$ cat src/rtl/router_input_ctrl_tdm_if.sv
// Handshake and status bundle between an input queue head and its
// router input controller.
interface router_input_ctrl_tdm_if #(
    parameter int c_dest_nbits = 3,
    parameter int c_dom_nbits  = 1
);
    logic [c_dest_nbits-1:0] dest;
    logic [c_dom_nbits-1:0]  in_domain;
    logic                    in_tail;
    logic                    in_val;
    logic                    in_rdy;
    logic [2:0]              reqs;
    logic [2:0]              grants;
    logic [c_dom_nbits-1:0]  slot_domain;
    logic                    locked;
    logic                    bad_dest;

    modport master (
        output dest, in_domain, in_tail, in_val, grants,
        input  in_rdy, reqs, slot_domain, locked, bad_dest
    );

    modport slave (
        input  dest, in_domain, in_tail, in_val, grants,
        output in_rdy, reqs, slot_domain, locked, bad_dest
    );
endinterface

$ cat src/rtl/router_input_ctrl_tdm.sv
// Ring-router input controller: shortest-path routing, packet locking, TDM
// request gating. Define ROUTER_INPUT_CTRL_TDM_GUARD_EN for the slot-end guard band.
module router_input_ctrl_tdm #(
    parameter int         p_router_id   = 0,
    parameter int         p_num_routers = 8,
    parameter int         p_num_domains = 2,
    parameter int         p_slot_len    = 16,
    parameter logic [2:0] p_tie_reqs    = 3'b001,
    parameter int         p_guard       = 4,
    localparam int c_dest_nbits = $clog2(p_num_routers),
    localparam int c_dom_nbits  = (p_num_domains > 1) ? $clog2(p_num_domains) : 1
) (
    input  logic                  clk,
    input  logic                  reset,
    router_input_ctrl_tdm_if.slave io
);

    localparam int c_cnt_nbits = $clog2(p_slot_len);
    localparam int c_dw        = c_dest_nbits + 1;

    typedef logic [c_dw-1:0]        dist_t;
    typedef logic [c_cnt_nbits-1:0] cnt_t;
    typedef logic [c_dom_nbits-1:0] dom_t;

    localparam dist_t c_n           = dist_t'(p_num_routers);
    localparam dist_t c_id          = dist_t'(p_router_id);
    localparam cnt_t  c_cnt_last    = cnt_t'(p_slot_len - 1);
    localparam cnt_t  c_guard_start = cnt_t'(p_slot_len - p_guard);
    localparam dom_t  c_dom_last    = dom_t'(p_num_domains - 1);

`ifdef ROUTER_INPUT_CTRL_TDM_GUARD_EN
    localparam bit c_guard_en = 1'b1;
`else
    localparam bit c_guard_en = 1'b0;
`endif

    typedef enum logic {
        S_IDLE,
        S_LOCKED
    } state_t;

    state_t     state_q, state_d;
    cnt_t       cnt_q, cnt_d;
    dom_t       dom_q, dom_d;
    logic [2:0] lock_q, lock_d;

    dist_t      dest_x, de, dw;
    logic [2:0] route;
    logic [2:0] reqs;
    logic       accept;
    logic       cnt_wrap;
    logic       slot_ok;
    logic       dest_ok;
    logic       guard_block;
    logic       head_ok;

    assign cnt_wrap    = (cnt_q == c_cnt_last);
    assign slot_ok     = (io.in_domain == dom_q);
    assign dest_x      = {1'b0, io.dest};
    assign dest_ok     = (dest_x < c_n);
    assign guard_block = c_guard_en && (cnt_q >= c_guard_start);
    assign head_ok     = io.in_val && slot_ok && dest_ok && !guard_block;

    always_comb begin
        cnt_d = cnt_wrap ? '0 : cnt_q + 1'b1;
        dom_d = dom_q;
        if (cnt_wrap) begin
            dom_d = (dom_q == c_dom_last) ? '0 : dom_q + 1'b1;
        end
    end

    // Eastward distance wraps through N; westward is its complement.
    always_comb begin
        de    = '0;
        route = '0;
        if (dest_x >= c_id) begin
            de = dest_x - c_id;
        end else begin
            de = dest_x + c_n - c_id;
        end
        dw = c_n - de;
        if (dest_x == c_id) begin
            route = 3'b010;
        end else if (de < dw) begin
            route = 3'b001;
        end else if (de > dw) begin
            route = 3'b100;
        end else begin
            route = p_tie_reqs;
        end
    end

    always_comb begin
        state_d = state_q;
        lock_d  = lock_q;
        reqs    = '0;
        accept  = 1'b0;
        unique case (state_q)
            S_IDLE: begin
                if (head_ok) begin
                    reqs = route;
                end
                accept = |(reqs & io.grants);
                if (accept && !io.in_tail) begin
                    state_d = S_LOCKED;
                    lock_d  = route;
                end
            end
            S_LOCKED: begin
                if (io.in_val && slot_ok) begin
                    reqs = lock_q;
                end
                accept = |(reqs & io.grants);
                if (accept && io.in_tail) begin
                    state_d = S_IDLE;
                    lock_d  = '0;
                end
            end
        endcase
        // Requests must vanish as soon as reset is raised, not at the next edge.
        if (reset) begin
            reqs   = '0;
            accept = 1'b0;
        end
    end

    always_ff @(posedge clk or posedge reset) begin
        if (reset) begin
            state_q <= S_IDLE;
            cnt_q   <= '0;
            dom_q   <= '0;
            lock_q  <= '0;
        end else begin
            state_q <= state_d;
            cnt_q   <= cnt_d;
            dom_q   <= dom_d;
            lock_q  <= lock_d;
        end
    end

    assign io.reqs        = reqs;
    assign io.in_rdy      = accept;
    assign io.slot_domain = dom_q;
    assign io.locked      = (state_q == S_LOCKED);
    assign io.bad_dest    = io.in_val && (state_q == S_IDLE) && !dest_ok;

endmodule

$ cat src/flat_wrapper.sv
// flat-port wrapper written by rule: the top's interface ports become plain ports
module router_input_ctrl_tdm_flat 
#(
    parameter int         p_router_id   = 0,
    parameter int         p_num_routers = 8,
    parameter int         p_num_domains = 2,
    parameter int         p_slot_len    = 16,
    parameter logic [2:0] p_tie_reqs    = 3'b001,
    parameter int         p_guard       = 4,
    localparam int c_dest_nbits = $clog2(p_num_routers),
    localparam int c_dom_nbits  = (p_num_domains > 1) ? $clog2(p_num_domains) : 1
)
  (clk, reset, io_dest, io_in_domain, io_in_tail, io_in_val, io_grants, io_in_rdy, io_reqs, io_slot_domain, io_locked, io_bad_dest);
  router_input_ctrl_tdm_if #(.c_dest_nbits(3), .c_dom_nbits(1)) io_i ();
  input  logic clk;
  input  logic reset;
  input wire logic [$bits(io_i.dest)-1:0] io_dest;
  input wire logic [$bits(io_i.in_domain)-1:0] io_in_domain;
  input wire logic [$bits(io_i.in_tail)-1:0] io_in_tail;
  input wire logic [$bits(io_i.in_val)-1:0] io_in_val;
  input wire logic [$bits(io_i.grants)-1:0] io_grants;
  output wire logic [$bits(io_i.in_rdy)-1:0] io_in_rdy;
  output wire logic [$bits(io_i.reqs)-1:0] io_reqs;
  output wire logic [$bits(io_i.slot_domain)-1:0] io_slot_domain;
  output wire logic [$bits(io_i.locked)-1:0] io_locked;
  output wire logic [$bits(io_i.bad_dest)-1:0] io_bad_dest;
  assign io_i.dest = io_dest;
  assign io_i.in_domain = io_in_domain;
  assign io_i.in_tail = io_in_tail;
  assign io_i.in_val = io_in_val;
  assign io_i.grants = io_grants;
  assign io_in_rdy = io_i.in_rdy;
  assign io_reqs = io_i.reqs;
  assign io_slot_domain = io_i.slot_domain;
  assign io_locked = io_i.locked;
  assign io_bad_dest = io_i.bad_dest;
  router_input_ctrl_tdm #(.p_router_id(p_router_id), .p_num_routers(p_num_routers), .p_num_domains(p_num_domains), .p_slot_len(p_slot_len), .p_tie_reqs(p_tie_reqs), .p_guard(p_guard)) u_core (.clk(clk), .reset(reset), .io(io_i));
endmodule
$ cat config.mk
export PLATFORM = sky130hd
export DESIGN_NAME = router_input_ctrl_tdm_flat
export DESIGN_NICKNAME = d
export VERILOG_FILES = /design/src/rtl/router_input_ctrl_tdm_if.sv /design/src/rtl/router_input_ctrl_tdm.sv /design/src/flat_wrapper.sv
export SDC_FILE = /design/constraint.sdc
export NUM_CORES = 1
export LEC_CHECK = 0
export ABC_AREA = 0
export ABC_CLOCK_PERIOD_IN_PS = 2450
export CAP_MARGIN = 10
export CORE_ASPECT_RATIO = 0.8
export CORE_UTILIZATION = 30
export DETAILED_ROUTE_END_ITERATION = 12
export GPL_TIMING_DRIVEN = 0
export SLEW_MARGIN = 20
export SYNTH_ARGS = -nofsm -noshare
export SYNTH_HDL_FRONTEND = slang
export SYNTH_SLANG_ARGS = --single-unit
$ cat constraint.sdc
create_clock -name clk -period 2.45 [get_ports clk]
set_input_delay 0.245 -clock clk [delete_from_list [all_inputs] [get_ports clk]]
set_output_delay 0.245 -clock clk [all_outputs]
set_load 0.01 [all_outputs]
Figure 1. Sequential cells grouped by signal name (run 1).
Scale: 4 px per um. Other sequential cells in the stronger grey, the rest of the logic in the fainter grey.
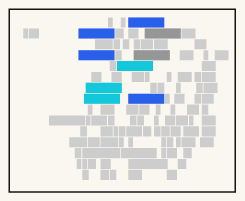
colour	name in the netlist	placed flops
blue	u_core.cnt_q	4
cyan	u_core.lock_q	3

Figure 2. Routing congestion (run 1).
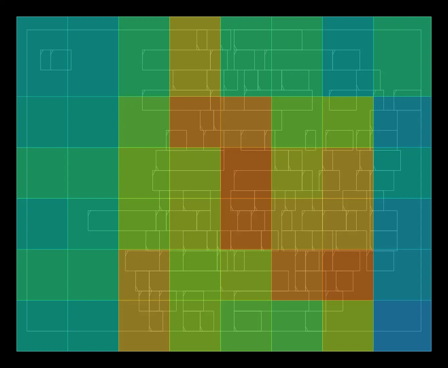
GRT Max-Usage Layer: met2
wire length per cell: 12.5 um

==> out/qor.yml, run 1 <==
outcome:
  status: "finished, final reports clean"
clock_tree:
  clock_sinks: 9
  cts_resized: 19
  path_clk_slew_ns: 0.06
  htreeDepth: 1
  worstSkewPairLatency_ns: 0.25
  numCtsBuffers: 3
layout:
  clkbuf_count: 4
  nNetsFinal: 120
  final_layout_size_suffix_gt1_frac: 0.194
  num_antenna_cells: 0
  nonClockBufferCount: 19
  clk_share: 0.0272
  synthToLayoutAreaGrowth_pct: 37.2
  area_dominant_class: "combinational gates"
floorplan:
  die_w_um: 56.1
  n_tap_cell: 25
place:
  dp_slack_ns: -1.06
  dp_hpwl_um: 1170
worst_setup_path:
  cp_top_family: "AND-OR/OR-AND gates"
  cp-end-kind: "output port"
  start_kind: "input pin"
  cp_cell_sequence: "clkbuf_2 -> inv_2 -> ha_4 -> ha_4 -> xor2_4 -> nor2_2 -> o221ai_4 -> mux2i_1 -> a2111o_1 -> a21oi_2 -> buf_2"
  slowest_stage: "a2111o_1"
final_timing:
  final_max_slew_viol_count: 0
  holdWs_ns: 0.390
power:
  p_clk_frac: 0.198
  p_per_area_nw_per_um2: 575
  p_comb_frac: 0.426
  fin_total_pwr_uw: 555
  switchingPower_uw: 202
logic_synthesis:
  ys_warn_count: 0
  synthArstFlopShare: 1.00
  adder_share: 0.0890
  synth_area_per_cell_sq_um: 8.58
  yosysCellCount: 82
  ys.flop_type: "dfrtp_1"
  top_area_cell: "dfrtp_1"
  synth_seq_share: 0.320
  top_cells_by_count: "9 x dfrtp_1, 8 x inv_1, 8 x nand2_1"
  simple_gate_area_frac: 0.169
  synth-seq-cells: 9
global_routing:
  grt_pass1_wl_um: 2530
drt:
  ant_nets: 0
  routed_via_density: 5.16
  dr_total_vias: 660
hold_path:
  hp-class: "in2async"
Figure 3. Zoomed window (run 1).
Region (16, 1) to (41, 26) um. Cells in grey, sequential cells in the stronger grey; small squares are vias.
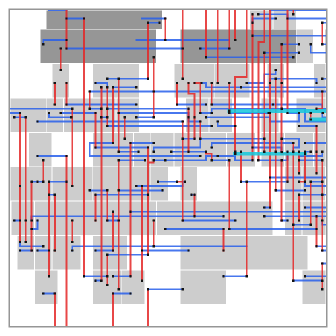
colour	layer
red	metal 2
cyan	metal 3
blue	metal 1
cells with their middle in the window	49
sequential cells in the window	3
netlist names of flops here include	u_core.lock_q (2), u_core.cnt_q (1)
most frequent	nand2_1 (6), inv_1 (4), a21oi_1 (4)

[run 1: sequential cells by signal, indices dropped and copies added, names as in the netlist]
signal	flops
u_core.cnt_q	4
u_core.io.locked	1
u_core.io.slot_domain	1
u_core.lock_q	3
[run 1: cells by family (layout without fill, tap and decap cells)]
| family | count (synthesis) | after routing |
|---|---|---|
| and+or+nand+nor | 25 | 25 |
| adders and majority gates | 5 | 5 |
| buffers and inverters | 10 | 31 |
| muxes | 5 | 5 |
| AOI/OAI and AO/OA | 22 | 22 |
| DFF | 9 | 9 |
| other | 1 | 1 |
| xor gates and xnor gates | 5 | 5 |
[run 1: layer usage]
| metal | global-route usage | up-vias | wire (um) |
|---|---|---|---|
| li1 | - | 334 | - |
| met1 | 0.178 | 304 | 803 |
| met2 | 0.212 | 20 | 710 |
| met3 | 0.0229 | 2 | 75 |
| met4 | 0.0293 | 0 | 11 |
| met5 | 0 | - | 0 |
[run 1: worst register-to-register path: stages, from the launching register on]
cell	delay (ns)
dfrtp_1	0.41
xnor2_1	0.16
nand2_1	0.18
o21bai_1	0.28
mux2_2	0.30
o21ai_0	0.15
o41ai_1	0.09
[run 1: path summary, 6_finish.rpt]
path | from | end | cells past startpoint
min | reset | u_core.lock_q[1] | 2
max | io_dest[1] | io_in_rdy | 11
max in group asynchronous | reset | u_core.io.slot_domain | 2
max reg2reg | u_core.io.slot_domain | u_core.lock_q[1] | 6
min reg2reg | u_core.cnt_q[0] | u_core.cnt_q[0] | 1
min in group clk | u_core.cnt_q[0] | u_core.cnt_q[0] | 1
[run 1: power by group through the flow]
stage                     clock [uW]  combinational, uW  sequential [uW]
after CTS                        113                235              207
after global placement             0                209              212
final                            110                236              209
after floorplan                    0                145              201
after global routing             120                262              211
after detailed placement           0                216              210
--- run 2 (diff from run 1) ---
CTS_CLUSTER_DIAMETER = 50   (was not set)
SLEW_MARGIN = not set   (was 20)
Figure 4. Ports around the boundary (run 2).
Scale: 8 px per um. Pins as bars across the die edge, other pins in grey.
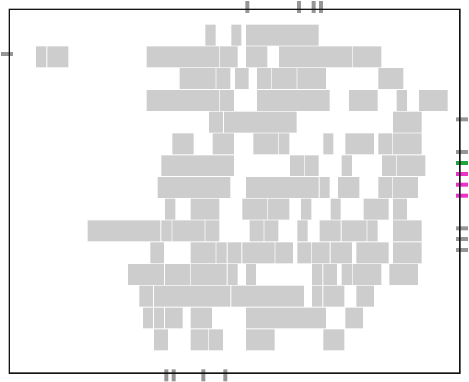
colour	port	pins	direction	edge
magenta	io_reqs	3	output	right
green	io_in_rdy	1	output	right
all pins by edge	9 right, 4 top, 4 bottom, 1 left

==> run 2 against run 1 <==
  * Clock skew is the same
  * Combinational power is essentially flat
  * Critical path depth is the same
==> out/qor.yml, run 2 <==
outcome:
  status: "finished, final reports clean"
layout:
  largestRegisters: "u_core.cnt_q (4), u_core.lock_q (3)"
  most-common-layout-cells: "10 x clkdlybuf4s50_1, 9 x dfrtp_1, 8 x nand2_1"
  num_antenna_cells: 0  # unchanged
  largest_register_ffs: 4  # unchanged
  fin_area_sq_um: 965
  final_layout_size_suffix_gt1_frac: 0.194  # unchanged
  synthToLayoutAreaGrowth_pct: 37.2  # unchanged
  layout_top_cell: "clkdlybuf4s50_1"
  nNetsFinal: 120  # unchanged
  largest-register: "u_core.cnt_q"
drt:
  dr_total_vias: 660  # unchanged
  ant_nets: 0  # unchanged
  routed_via_density: 5.16  # unchanged
  post_drt_wl_per_cell_um: 12.5  # unchanged
worst_setup_path:
  worst-r2r-setup-slack_ns: 0.75
  cp_cell_sequence: "clkbuf_2 -> inv_2 -> ha_4 -> ha_4 -> xor2_4 -> nor2_2 -> o221ai_4 -> mux2i_1 -> a2111o_1 -> a21oi_2 -> buf_2"
  timing.rr.start: "u_core.io.slot_domain"
  start_kind: "input pin"
  required_ns: 2.20
  crit_path_start: "io_dest[1]"
  path_common_cell: "ha_4"
  arrival_ns: 2.11
  cp-endpoint: "io_in_rdy"
  worstPathMaxFanout: 3
  reg2reg_to: "u_core.lock_q[1]"
  cp_top_family: "AND-OR/OR-AND gates"
  critical_path_depth: 11  # unchanged
  cp-end-kind: "output port"
  reg2reg_depth: 6  # unchanged
  slowest_stage: "a2111o_1"
  cpPeakStageDelay_ns: 0.43
power:
  switchingPower_uw: 202  # unchanged
  p_clk_frac: 0.198  # about the same
  switching_share: 0.364
  p_int_uw: 353
  p_per_area_nw_per_um2: 575  # unchanged
  p_comb_frac: 0.426  # about the same
  vdd_drop_max_mv: 0.228
place:
  dp_hpwl_um: 1170  # unchanged
  port_buffers: 16
clock_tree:
  htreeDepth: 1  # unchanged
  clock_sinks: 9  # unchanged
  worstSkewPairLatency_ns: 0.25  # about the same
  cts_tree: "built"
  cts-root-buf: "clkbuf_4"
  hold_buffers: 0
  clk_path_buf_depth: 2
  path_clk_slew_ns: 0.06  # about the same
  numCtsBuffers: 3  # unchanged
logic_synthesis:
  most_common_cell: "dfrtp_1"
  synth_seq_share: 0.320  # unchanged
  synth-seq-cells: 9  # unchanged
  top_area_cell: "dfrtp_1"
  adder_share: 0.0890  # unchanged
  xor_share: 0.0623
  synth_area_per_cell_sq_um: 8.58  # unchanged
  synth.cell_area_sq_um: 703
  top_cells_by_count: "9 x dfrtp_1, 8 x inv_1, 8 x nand2_1"
  yosysCellCount: 82  # unchanged
  postSynthCellCount: 82
  synthArstFlopShare: 1.00  # unchanged
  simple_gate_area_frac: 0.169  # unchanged
  synth_chip_area_sq_um: 703
  ys.flop_type: "dfrtp_1"
  fp_nets: 98
  ys_warn_count: 0  # unchanged
floorplan:
  dieArea_sq_um: 2540
  die_w_um: 56.1  # unchanged
  io_pins: 18
  rows: 15
  fp_util: 0.323
global_routing:
  grt_pass1_vias: 556
  grt_overflow: 0
  antenna_found_initial: 0
  grt_pass1_wl_um: 2530  # unchanged
final_timing:
  final_max_slew_viol_count: 0  # unchanged
  finalHoldViolations: 0
  holdWs_ns: 0.390  # unchanged
  setup-violations-final: 0
  timing.fmax_mhz: 424
  rsz0062_at_grt: "no"
  finalCriticalPeriod_ns: 2.36
hold_path:
  hp-class: "in2async"
Figure 5. Zoomed window (run 2).
Region (16, 1) to (41, 26) um. Cells in grey, sequential cells in the stronger grey; small squares are vias.
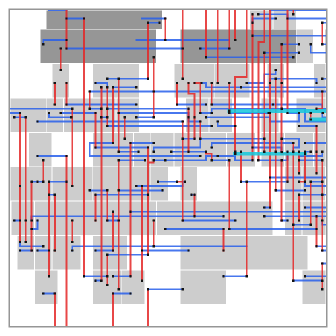

[run 2: cell counts after synthesis]
No cell type changed its count.
[run 2: layer usage]
metal | up-vias | wire [um] | part of all wire | global-route usage
li1 | 334 | - | - | -
met1 | 304 | 803 | 0.50 | 0.178
met3 | 2 | 75 | 0.047 | 0.0229
met5 | - | 0 | 0 | 0
met4 | 0 | 11 | 0.0069 | 0.0293
met2 | 20 | 710 | 0.44 | 0.212
[run 2: cell type report]
cell class | count | area, sq um
Buffer | 2 | 11.3
Inverter | 8 | 30.0
Clock buffer | 4 | 26.3
Sequential cell | 9 | 225
Timing Repair Buffer | 17 | 146
Tap cell | 25 | 31.3
Multi-Input combinational cell | 63 | 494
Fill cell | 228 | 1210
[run 2: kinds of logic after synthesis]
group                      after synthesis
and+or+nand+nor                         25
AOI/OAI and AO/OA                       22
buffers and inverters                   10
DFF                                      9
adders and majority gates                5
xor gates and xnor gates                 5
muxes                                    5
other                                    1
[run 2: stage by stage]
stage / power (uW) / TNS (ns) / instances / utilization / setup WS [ns]
after global placement: 421 / -2.93 / 123 / 0.411 / -1.02
after floorplan: 347 / 0 / 82 / - / 0.141
after global routing: 593 / 0 / 128 / 0.443 / 0.00664
after detailed placement: 426 / -3.15 / 123 / 0.411 / -1.06
after CTS: 555 / 0 / 128 / 0.448 / 0.0136
final: 555 / 0 / 128 / 0.443 / 0.0926
[run 2: timing repair]
item,4_1_cts,5_1_grt
buffers inserted,1,0
endpoints found under the setup margin,5,3
pin swaps,2,2
resized,19,6
[run 2: power by group through the flow]
stage	combinational (uW)	sequential [uW]	clock (uW)
2_1_floorplan	145	201	0
3_5_place_dp	216	210	0
6_report	236	209	110
5_1_grt	262	211	120
4_1_cts	235	207	113
3_3_place_gp	209	212	0
--- run 3 (diff from run 2) ---
CORE_MARGIN = 4   (was not set)
Figure 6. Sequential cells grouped by signal name (run 3).
Scale: 4 px per um. Other sequential cells in the stronger grey, the rest of the logic in the fainter grey.
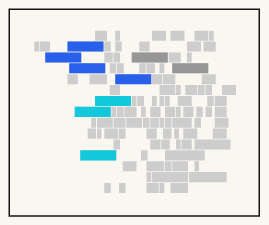
area occupied by registers: 225 sq um
P_seq: 208 uW
sequential share of cell area: 0.231
Final Util: 0.443

==> run 3 against run 2 <==
  * Clock power is essentially flat
  * Worst hold slack lost 0.0044 ns
  * Sequential share of layout area shrank 0.21 points
  * Non-clock buffer count is the same
  * Sequential cell count is the same
  * Largest cell class unchanged
  * Largest power group unchanged
==> out/qor.yml, run 3 <==
outcome:
  status: "finished, final reports clean"
clock_tree:
  numCtsBuffers: 3  # unchanged
  cts-root-buf: "clkbuf_4"
  clock_sinks: 9  # unchanged
layout:
  synthToLayoutAreaGrowth_pct: 38.4
  largest-register: "u_core.cnt_q"
  most-common-layout-cells: "10 x clkdlybuf4s50_1, 9 x dfrtp_1, 8 x nand2_1"
  fin_area_sq_um: 973  # +0.91%
  layout_top_cell: "clkdlybuf4s50_1"
place:
  dp_slack_ns: -1.04  # +0.0167 ns
  dpl.cell_count: 123  # unchanged
  dp_hpwl_um: 1200  # +2.4%
  port_buffers: 16  # unchanged
logic_synthesis:
  synthArstFlopShare: 1.00  # unchanged
  synth_seq_share: 0.320  # unchanged
  postSynthCellCount: 82  # unchanged
  ys_warn_count: 0  # unchanged
  synth_area_per_cell_sq_um: 8.58  # unchanged
  synth.cell_area_sq_um: 703  # unchanged
  synth-seq-cells: 9  # unchanged
  yosysCellCount: 82  # unchanged
  synth_chip_area_sq_um: 703  # unchanged
  top_area_cell: "dfrtp_1"
  most_common_cell: "dfrtp_1"
  top_cells_by_count: "9 x dfrtp_1, 8 x inv_1, 8 x nand2_1"
  fp_nets: 98  # unchanged
power:
  p_comb_frac: 0.425  # about the same
  p_comb_uw: 236  # about the same
  p_clk_uw: 111  # about the same
  p_clk_frac: 0.200  # +0.002
  fin_total_pwr_uw: 554  # about the same
  switching_share: 0.365  # +0.00135
  switchingPower_uw: 203  # +0.33%
drt:
  ant_nets: 0  # unchanged
  post_drt_wl_per_cell_um: 12.0  # -4.1%
  wl_met3_um: 46  # -39%
  routed_via_density: 5.06  # -1.8%
global_routing:
  busiest_layer: "met2"
  grt_pass1_wl_um: 2710  # +7.1%
  grt_overflow: 0  # unchanged
  grt_use_met3: 0.0264  # +0.00345
  grt_pass1_vias: 618  # +11%
floorplan:
  fp_util: 0.320  # -0.00276
  io_pins: 18  # unchanged
  dieArea_sq_um: 3190  # +25%
final_timing:
  timing.fmax_mhz: 434  # +2.3%
  setup_ws_ns: 0.146  # +0.0537 ns
  finalHoldViolations: 0  # unchanged
  finalCriticalPeriod_ns: 2.30  # -0.0537 ns
  rsz0062_at_grt: "no"
worst_setup_path:
  arrival_ns: 2.06  # -0.05 ns
  cp-end-kind: "output port"
  cp_cell_sequence: "clkbuf_2 -> inv_2 -> ha_4 -> ha_4 -> xor2_4 -> nor2_4 -> o221ai_4 -> mux2i_2 -> a2111o_1 -> a21oi_2 -> buf_2"
  path_common_cell: "ha_4"
  timing.rr.start: "u_core.io.slot_domain"
Figure 7. Gate-type map (run 3).
Scale: 4 px per um.
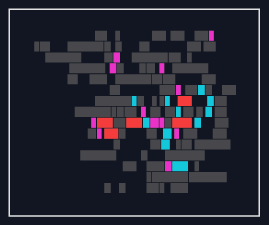
colour	family	cells
cyan	nor cells	11
magenta	nand cells	12
red	mux cells	5

run 3: worst max-delay path, delay by kind of cell:
kind	cells	cell delay, ns
buf+inv	3	0.31
mux	1	0.11
xor+xnor	1	0.21
fa+ha+maj	2	0.44
compound gates	3	0.69
simple gates	1	0.06
run 3: through the flow:
stage | hold WS (ns) | utilization
after CTS | 0.387 | 0.445
final | 0.386 | 0.443
after global routing | 0.418 | 0.443
after global placement | 0.470 | 0.407
after detailed placement | 0.491 | 0.407
after floorplan | 0.0729 | -
run 3: worst max path at each step:
stage | slack, ns | to
2_1_floorplan | 0.14 | io_in_rdy
3_3_place_gp | -1.01 | io_in_rdy
3_5_place_dp | -1.04 | io_in_rdy
4_1_cts | 0.02 | io_in_rdy
5_1_grt | 0.06 | io_in_rdy
6_report | 0.15 | io_in_rdy
run 3: layout make-up:
type | count | share of cell area
Multi-Input combinational cell | 63 | 0.517
Clock inverter | 1 | 0.00514
Inverter | 8 | 0.0308
Buffer | 2 | 0.0116
Timing Repair Buffer | 17 | 0.149
Clock buffer | 3 | 0.0231
Sequential cell | 9 | 0.231
Tap cell | 25 | 0.0321
run 3: cells by family (layout without fill, tap and decap cells):
| group | after synthesis | count (layout) | share of synthesized area |
|---|---|---|---|
| AOI/OAI and AO/OA | 22 | 22 | 0.221 |
| xor gates and xnor gates | 5 | 5 | 0.0623 |
| adders and majority gates | 5 | 5 | 0.0890 |
| buffers and inverters | 10 | 31 | 0.0587 |
| DFF | 9 | 9 | 0.320 |
| muxes | 5 | 5 | 0.0747 |
| other | 1 | 1 | 0.00533 |
| and+or+nand+nor | 25 | 25 | 0.169 |
run 3: what timing repair did:
action	4_1_cts	5_1_grt
gates resized	19	9
pin swaps	2	1
hold buffers	0	0
setup endpoints to repair	5	3
buffers inserted	1	0
Power and IR drop assume default switching activity.
